File: config.mk
export PLATFORM = sky130hd
export DESIGN_NAME = lr35902_hdma_flat
export DESIGN_NICKNAME = d
export VERILOG_FILES = /design/src/rtl/lr35902_dma_pkg.sv /design/src/rtl/lr35902_hdma_if.sv /design/src/rtl/lr35902_dma_byte_timer.sv /design/src/rtl/lr35902_hdma.sv /design/src/flat_wrapper.sv
export SDC_FILE = /design/constraint.sdc
export NUM_CORES = 1
export LEC_CHECK = 0
export CORE_MARGIN = 2
export CORE_UTILIZATION = 53
export DETAILED_ROUTE_END_ITERATION = 16
export PLACE_DENSITY = 0.93
export SYNTH_ARGS = -nofsm -noshare
export SYNTH_HDL_FRONTEND = slang
export SYNTH_SLANG_ARGS = --single-unit
File: constraint.sdc
create_clock -name clk -period 5.2 [get_ports clk]
set_input_delay 1.04 -clock clk [delete_from_list [all_inputs] [get_ports clk]]
set_output_delay 1.04 -clock clk [all_outputs]
set_load 0.03 [all_outputs]
File: src/rtl/lr35902_dma_pkg.sv
// Shared definitions for the LR35902 DMA engines (HBlank/general VRAM DMA and OAM DMA).
package lr35902_dma_pkg;

    typedef enum logic [1:0] {
        ST_IDLE    = 2'd0,
        ST_SETUP   = 2'd1,
        ST_COPY    = 2'd2,
        ST_WAIT_HB = 2'd3
    } dma_state_t;

    localparam logic [2:0] HDMA1_IDX = 3'd0;
    localparam logic [2:0] HDMA2_IDX = 3'd1;
    localparam logic [2:0] HDMA3_IDX = 3'd2;
    localparam logic [2:0] HDMA4_IDX = 3'd3;
    localparam logic [2:0] HDMA5_IDX = 3'd4;

    localparam int HDMA5_MODE_BIT = 7;

    // OAM DMA block: fixed 160-byte copy into FE00, triggered through FF46.
    localparam int          OAM_DMA_BYTES   = 160;
    localparam logic [15:0] OAM_DMA_DEST    = 16'hFE00;
    localparam logic [15:0] OAM_DMA_REG_ADR = 16'hFF46;

    function automatic logic owns_bus(input dma_state_t s);
        return (s == ST_SETUP) || (s == ST_COPY);
    endfunction

endpackage

File: src/rtl/lr35902_hdma_if.sv
// Register, PPU and memory-bus signals of the VRAM DMA controller.
interface lr35902_hdma_if;
    import lr35902_dma_pkg::*;

    // Register writes are single strobes committed on the falling edge of reg_write;
    // read/write are plain bus strobes with no back-pressure (memory always accepts).
    logic [2:0]  reg_adr;
    logic [7:0]  reg_din;
    logic        reg_write;
    logic [7:0]  reg_dout;
    logic        hblank;
    logic        lcd_on;
    logic [15:0] adr;
    logic [12:0] adr_vram;
    logic [7:0]  din;
    logic [7:0]  dout;
    logic        read;
    logic        write;
    logic        active;
    dma_state_t  dbg_state;

    modport master (
        input  reg_adr, reg_din, reg_write, hblank, lcd_on, din,
        output reg_dout, adr, adr_vram, dout, read, write, active, dbg_state
    );

    modport slave (
        output reg_adr, reg_din, reg_write, hblank, lcd_on, din,
        input  reg_dout, adr, adr_vram, dout, read, write, active, dbg_state
    );

endinterface

File: src/rtl/lr35902_dma_byte_timer.sv
// Per-byte cycle counter: strobe for the first STROBE_CYCLES cycles, byte_done on the last.
module lr35902_dma_byte_timer #(
    parameter int BYTE_CYCLES   = 4,
    parameter int STROBE_CYCLES = 2
) (
    input  logic clk,
    input  logic reset,
    input  logic run,
    output logic strobe,
    output logic byte_done
);

    localparam int CW = $clog2(BYTE_CYCLES);
    localparam logic [CW-1:0] CYC_LAST = CW'(BYTE_CYCLES - 1);

    logic [CW-1:0] cyc;

    // Held at zero while idle so each run starts on a fresh byte.
    always_ff @(posedge clk) begin
        if (reset || !run) begin
            cyc <= '0;
        end else if (cyc == CYC_LAST) begin
            cyc <= '0;
        end else begin
            cyc <= cyc + 1'b1;
        end
    end

    assign strobe    = run && (int'(cyc) < STROBE_CYCLES);
    assign byte_done = run && (cyc == CYC_LAST);

endmodule

File: src/rtl/lr35902_hdma.sv
// VRAM DMA controller: general (CPU halted) and HBlank (one block per HBlank) copy modes.
module lr35902_hdma
    import lr35902_dma_pkg::*;
#(
    parameter int BLOCK_BYTES   = 16,
    parameter int BYTE_CYCLES   = 4,
    parameter int STROBE_CYCLES = 2,
    parameter int SETUP_CYCLES  = 2
) (
    input logic clk,
    input logic reset,
    lr35902_hdma_if.master bus
);

    localparam int BW = $clog2(BLOCK_BYTES);
    localparam int SW = (SETUP_CYCLES > 1) ? $clog2(SETUP_CYCLES) : 1;
    localparam logic [BW-1:0] BYTE_LAST  = BW'(BLOCK_BYTES - 1);
    localparam logic [SW-1:0] SETUP_LAST = SW'(SETUP_CYCLES - 1);

    dma_state_t  state, state_nxt;
    logic        reg_write_q, hblank_q;
    logic [15:0] src;
    logic [12:0] dst;
    logic [6:0]  remaining;
    logic        mode_hb, cancel_pend, first_blk;
    logic [BW-1:0] byte_cnt;
    logic [SW-1:0] setup_cnt;
    logic        strobe, byte_done;
    logic        xfer, own;

    logic commit, wr_hdma5, stop_req, addr_wr_ok, hb_rise;
    logic setup_done, block_done, last_block, cancel_now;

    assign commit     = reg_write_q && !bus.reg_write;
    assign wr_hdma5   = commit && (bus.reg_adr == HDMA5_IDX);
    assign stop_req   = wr_hdma5 && !bus.reg_din[HDMA5_MODE_BIT];
    assign addr_wr_ok = commit && ((state == ST_IDLE) || (state == ST_WAIT_HB));
    assign hb_rise    = bus.hblank && !hblank_q;
    assign setup_done = (state == ST_SETUP) && (setup_cnt == SETUP_LAST);
    assign block_done = byte_done && (byte_cnt == BYTE_LAST);
    assign last_block = (remaining == 7'd0);
    // A stop landing on the very cycle the block ends must still take effect.
    assign cancel_now = cancel_pend || (stop_req && mode_hb);

    lr35902_dma_byte_timer #(
        .BYTE_CYCLES  (BYTE_CYCLES),
        .STROBE_CYCLES(STROBE_CYCLES)
    ) u_byte_timer (
        .clk      (clk),
        .reset    (reset),
        .run      (state == ST_COPY),
        .strobe   (strobe),
        .byte_done(byte_done)
    );

    always_ff @(posedge clk) begin
        if (reset) begin
            state <= ST_IDLE;
        end else begin
            state <= state_nxt;
        end
    end

    always_comb begin
        state_nxt = state;
        case (state)
            ST_IDLE: begin
                if (wr_hdma5) state_nxt = ST_SETUP;
            end
            ST_SETUP: begin
                if (setup_done) begin
                    if (mode_hb && first_blk && !(bus.hblank || !bus.lcd_on)) begin
                        state_nxt = ST_WAIT_HB;
                    end else begin
                        state_nxt = ST_COPY;
                    end
                end
            end
            ST_COPY: begin
                if (block_done) begin
                    if (last_block)      state_nxt = ST_IDLE;
                    else if (!mode_hb)   state_nxt = ST_COPY;
                    else if (cancel_now) state_nxt = ST_IDLE;
                    else                 state_nxt = ST_WAIT_HB;
                end
            end
            ST_WAIT_HB: begin
                if (stop_req)                     state_nxt = ST_IDLE;
                else if (hb_rise && bus.lcd_on)   state_nxt = ST_SETUP;
            end
            default: state_nxt = ST_IDLE;
        endcase
    end

    always_comb begin
        own  = owns_bus(state);
        xfer = 1'b0;
        if (state == ST_COPY) xfer = strobe;
    end

    always_ff @(posedge clk) begin
        if (reset) begin
            reg_write_q <= 1'b0;
            hblank_q    <= 1'b0;
            src         <= 16'h0000;
            dst         <= 13'h0000;
            remaining   <= 7'h7F;
            mode_hb     <= 1'b0;
            cancel_pend <= 1'b0;
            first_blk   <= 1'b0;
            byte_cnt    <= '0;
            setup_cnt   <= '0;
        end else begin
            reg_write_q <= bus.reg_write;
            hblank_q    <= bus.hblank;

            if (state != ST_SETUP || setup_done) setup_cnt <= '0;
            else                                 setup_cnt <= setup_cnt + 1'b1;

            if (state != ST_COPY) byte_cnt <= '0;
            else if (byte_done)   byte_cnt <= byte_cnt + 1'b1;

            // Address registers are only writable while the engine is off the bus.
            if (addr_wr_ok) begin
                case (bus.reg_adr)
                    HDMA1_IDX: src[15:8] <= bus.reg_din;
                    HDMA2_IDX: src[7:0]  <= {bus.reg_din[7:4], 4'h0};
                    HDMA3_IDX: dst[12:8] <= bus.reg_din[4:0];
                    HDMA4_IDX: dst[7:0]  <= {bus.reg_din[7:4], 4'h0};
                    default: ;
                endcase
            end else if (byte_done) begin
                src <= src + 16'd1;
                dst <= dst + 13'd1;
            end

            if (state == ST_IDLE && wr_hdma5) begin
                remaining   <= bus.reg_din[6:0];
                mode_hb     <= bus.reg_din[HDMA5_MODE_BIT];
                cancel_pend <= 1'b0;
                first_blk   <= 1'b1;
            end
            if (state == ST_COPY && block_done) remaining <= remaining - 7'd1;
            if (state == ST_COPY && stop_req && mode_hb) cancel_pend <= 1'b1;
            if (setup_done) first_blk <= 1'b0;
        end
    end

    always_comb begin
        bus.reg_dout = 8'hFF;
        if (bus.reg_adr == HDMA5_IDX) bus.reg_dout = {state == ST_IDLE, remaining};
    end

    assign bus.active    = own;
    assign bus.read      = xfer;
    assign bus.write     = xfer;
    assign bus.adr       = src;
    assign bus.adr_vram  = dst;
    assign bus.dout      = bus.din;
    assign bus.dbg_state = state;

endmodule
File: src/flat_wrapper.sv
// flat-port wrapper written by rule: the top's interface ports become plain ports
module lr35902_hdma_flat import lr35902_dma_pkg::*;
#(
    parameter int BLOCK_BYTES   = 16,
    parameter int BYTE_CYCLES   = 4,
    parameter int STROBE_CYCLES = 2,
    parameter int SETUP_CYCLES  = 2
)
  (clk, reset, bus_reg_adr, bus_reg_din, bus_reg_write, bus_hblank, bus_lcd_on, bus_din, bus_reg_dout, bus_adr, bus_adr_vram, bus_dout, bus_read, bus_write, bus_active, bus_dbg_state);
  lr35902_hdma_if bus_i ();
  input logic clk;
  input logic reset;
  input wire logic [$bits(bus_i.reg_adr)-1:0] bus_reg_adr;
  input wire logic [$bits(bus_i.reg_din)-1:0] bus_reg_din;
  input wire logic [$bits(bus_i.reg_write)-1:0] bus_reg_write;
  input wire logic [$bits(bus_i.hblank)-1:0] bus_hblank;
  input wire logic [$bits(bus_i.lcd_on)-1:0] bus_lcd_on;
  input wire logic [$bits(bus_i.din)-1:0] bus_din;
  output wire logic [$bits(bus_i.reg_dout)-1:0] bus_reg_dout;
  output wire logic [$bits(bus_i.adr)-1:0] bus_adr;
  output wire logic [$bits(bus_i.adr_vram)-1:0] bus_adr_vram;
  output wire logic [$bits(bus_i.dout)-1:0] bus_dout;
  output wire logic [$bits(bus_i.read)-1:0] bus_read;
  output wire logic [$bits(bus_i.write)-1:0] bus_write;
  output wire logic [$bits(bus_i.active)-1:0] bus_active;
  output wire logic [$bits(bus_i.dbg_state)-1:0] bus_dbg_state;
  assign bus_i.reg_adr = bus_reg_adr;
  assign bus_i.reg_din = bus_reg_din;
  assign bus_i.reg_write = bus_reg_write;
  assign bus_i.hblank = bus_hblank;
  assign bus_i.lcd_on = bus_lcd_on;
  assign bus_i.din = bus_din;
  assign bus_reg_dout = bus_i.reg_dout;
  assign bus_adr = bus_i.adr;
  assign bus_adr_vram = bus_i.adr_vram;
  assign bus_dout = bus_i.dout;
  assign bus_read = bus_i.read;
  assign bus_write = bus_i.write;
  assign bus_active = bus_i.active;
  assign bus_dbg_state = bus_i.dbg_state;
  lr35902_hdma #(.BLOCK_BYTES(BLOCK_BYTES), .BYTE_CYCLES(BYTE_CYCLES), .STROBE_CYCLES(STROBE_CYCLES), .SETUP_CYCLES(SETUP_CYCLES)) u_core (.clk(clk), .reset(reset), .bus(bus_i));
endmodule
==> job_summary.md <==
## Implementation flow summary

| Metric | Value |
|---|---|
| Flop pwr share | `0.513` |
| Die area | `about 6500 sq um` |
| Sw frac | `0.300` |
| Met3 usage | `0.0393` |
| Initial antenna violation count | `0` |
| Top layer reached by signal wires | `met4` |
| Drt drc | `0` |
| YS chip area | `3120 sq um` |
| Gr busiest metal | `met2` |
| Outcome | `complete, no violations` |
| Critical path class | `input pin to output port` |
| Vias in the first global route | `2941` |
| VDD IR max | `~0.12 mV` |
| Cell count after synthesis | `386` |
| Synth top area share | `0.321` |
| Largest net degree at the start of global routing | `a little over 40` |
| Synthesis warning total | `0` |
| Most instantiated logic cells after routing | `clkdlybuf4s50_1 (57), dfxtp_1 (50), nand2_1 (30), nor2_1 (30)` |
| First-pass GRT wire length | `14.0 mm` |
| Post-CTS sizing | `0` |
| Number of buffers added on ports | `57` |
| Sequential cell area | `1000 sq um` |
final cells by class:
| class | instances | share of cell area |
|---|---|---|
| inverter | 18 | 0.0182 |
| sequential | 50 | 0.269 |
| timing repair buffer | 60 | 0.159 |
| clock buffer | 7 | 0.0205 |
| multi-input combinational | 289 | 0.508 |
| tap | 72 | 0.0242 |
logic make-up after synthesis:
kind of cell,share of synthesized area
adder cells (fa/ha/maj),0.0361
AND/OR/NAND/NOR,0.277
multiplexers,0.0100
buffers and inverters,0.0730
XOR/XNOR,0.0168
flip-flops,0.321
AND-OR/OR-AND,0.266
worst max-delay path by stage:
stage	end	cells after the start	from
3_5_place_dp	bus_reg_dout[3]	5	bus_reg_adr[1]
6_report	bus_reg_dout[3]	5	bus_reg_adr[1]
5_1_grt	bus_reg_dout[3]	5	bus_reg_adr[1]
3_3_place_gp	bus_reg_dout[7]	5	bus_reg_adr[1]
2_1_floorplan	bus_reg_dout[3]	4	bus_reg_adr[1]
4_1_cts	bus_reg_dout[3]	5	bus_reg_adr[1]
worst max-delay path: stages:
cell and delay (ns):
clkdlybuf4s50_1 0.59, nor3b_1 0.28, buf_4 0.22, nand2b_1 0.06
clkdlybuf4s50_1 0.59
flip-flops by register name, summed over array words and instances (netlist names):
| name | flops |
|---|---|
| u_core.bus.adr_vram | 13 |
| u_core.u_byte_timer.cyc | 2 |
| u_core.hblank_q | 1 |
| u_core.reg_write_q | 1 |
| u_core.bus.dbg_state | 2 |
| u_core.byte_cnt | 4 |
| u_core.setup_cnt | 1 |
| u_core.bus.adr | 16 |
| u_core.remaining | 7 |
| u_core.cancel_pend | 1 |
| u_core.first_blk | 1 |
| u_core.mode_hb | 1 |
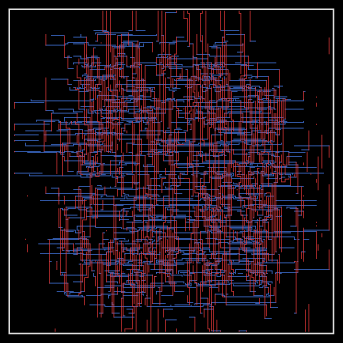
**Above:** wiring by layer.
(4 px per micron) Only two layers are drawn.
colour	layer	wire length
blue	met1	3550 microns
red	met2	4080 microns
vias post-DR: 3305
Post-Route WL: 8.58 mm
routed len/inst: 17.3 microns

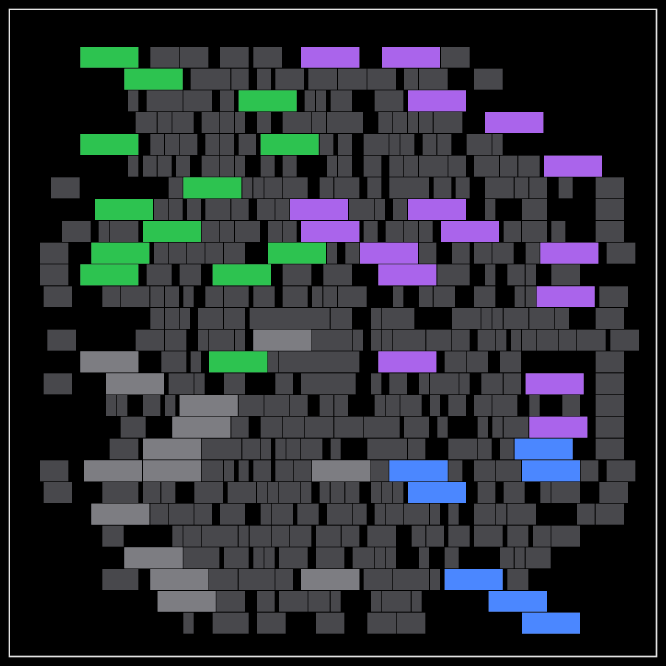
**Above:** register map, names as in the netlist.
(8 px per micron) Other sequential cells in the stronger grey, the rest of the logic in the fainter grey.
colour	signal	flops
blue	`u_core.remaining`	7
green	`u_core.bus.adr_vram`	13
purple	`u_core.bus.adr`	16
not coloured	14

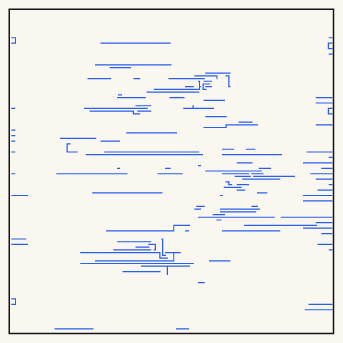
**Above:** signal wires on met3.
(4 px per micron)
nets with wire on the layer	97
longest straight run	29.0 microns
wire length on this layer	777 microns

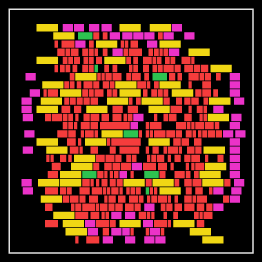
**Above:** cell classes on the final placement.
(3 px per micron)
colour	class	cells
magenta	other buffers and delay cells	60
red	all other logic	307
green	clock drivers and dummy loads	7
yellow	flip-flops	50

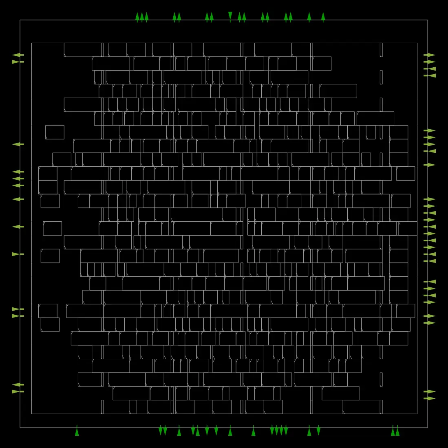
**Above:** placement view.
flip-flops: 50
non-filler instance count after layout: 496
Core Util, Final: 0.663

Power figures rest on the tool's default switching activity, not on a simulated workload.
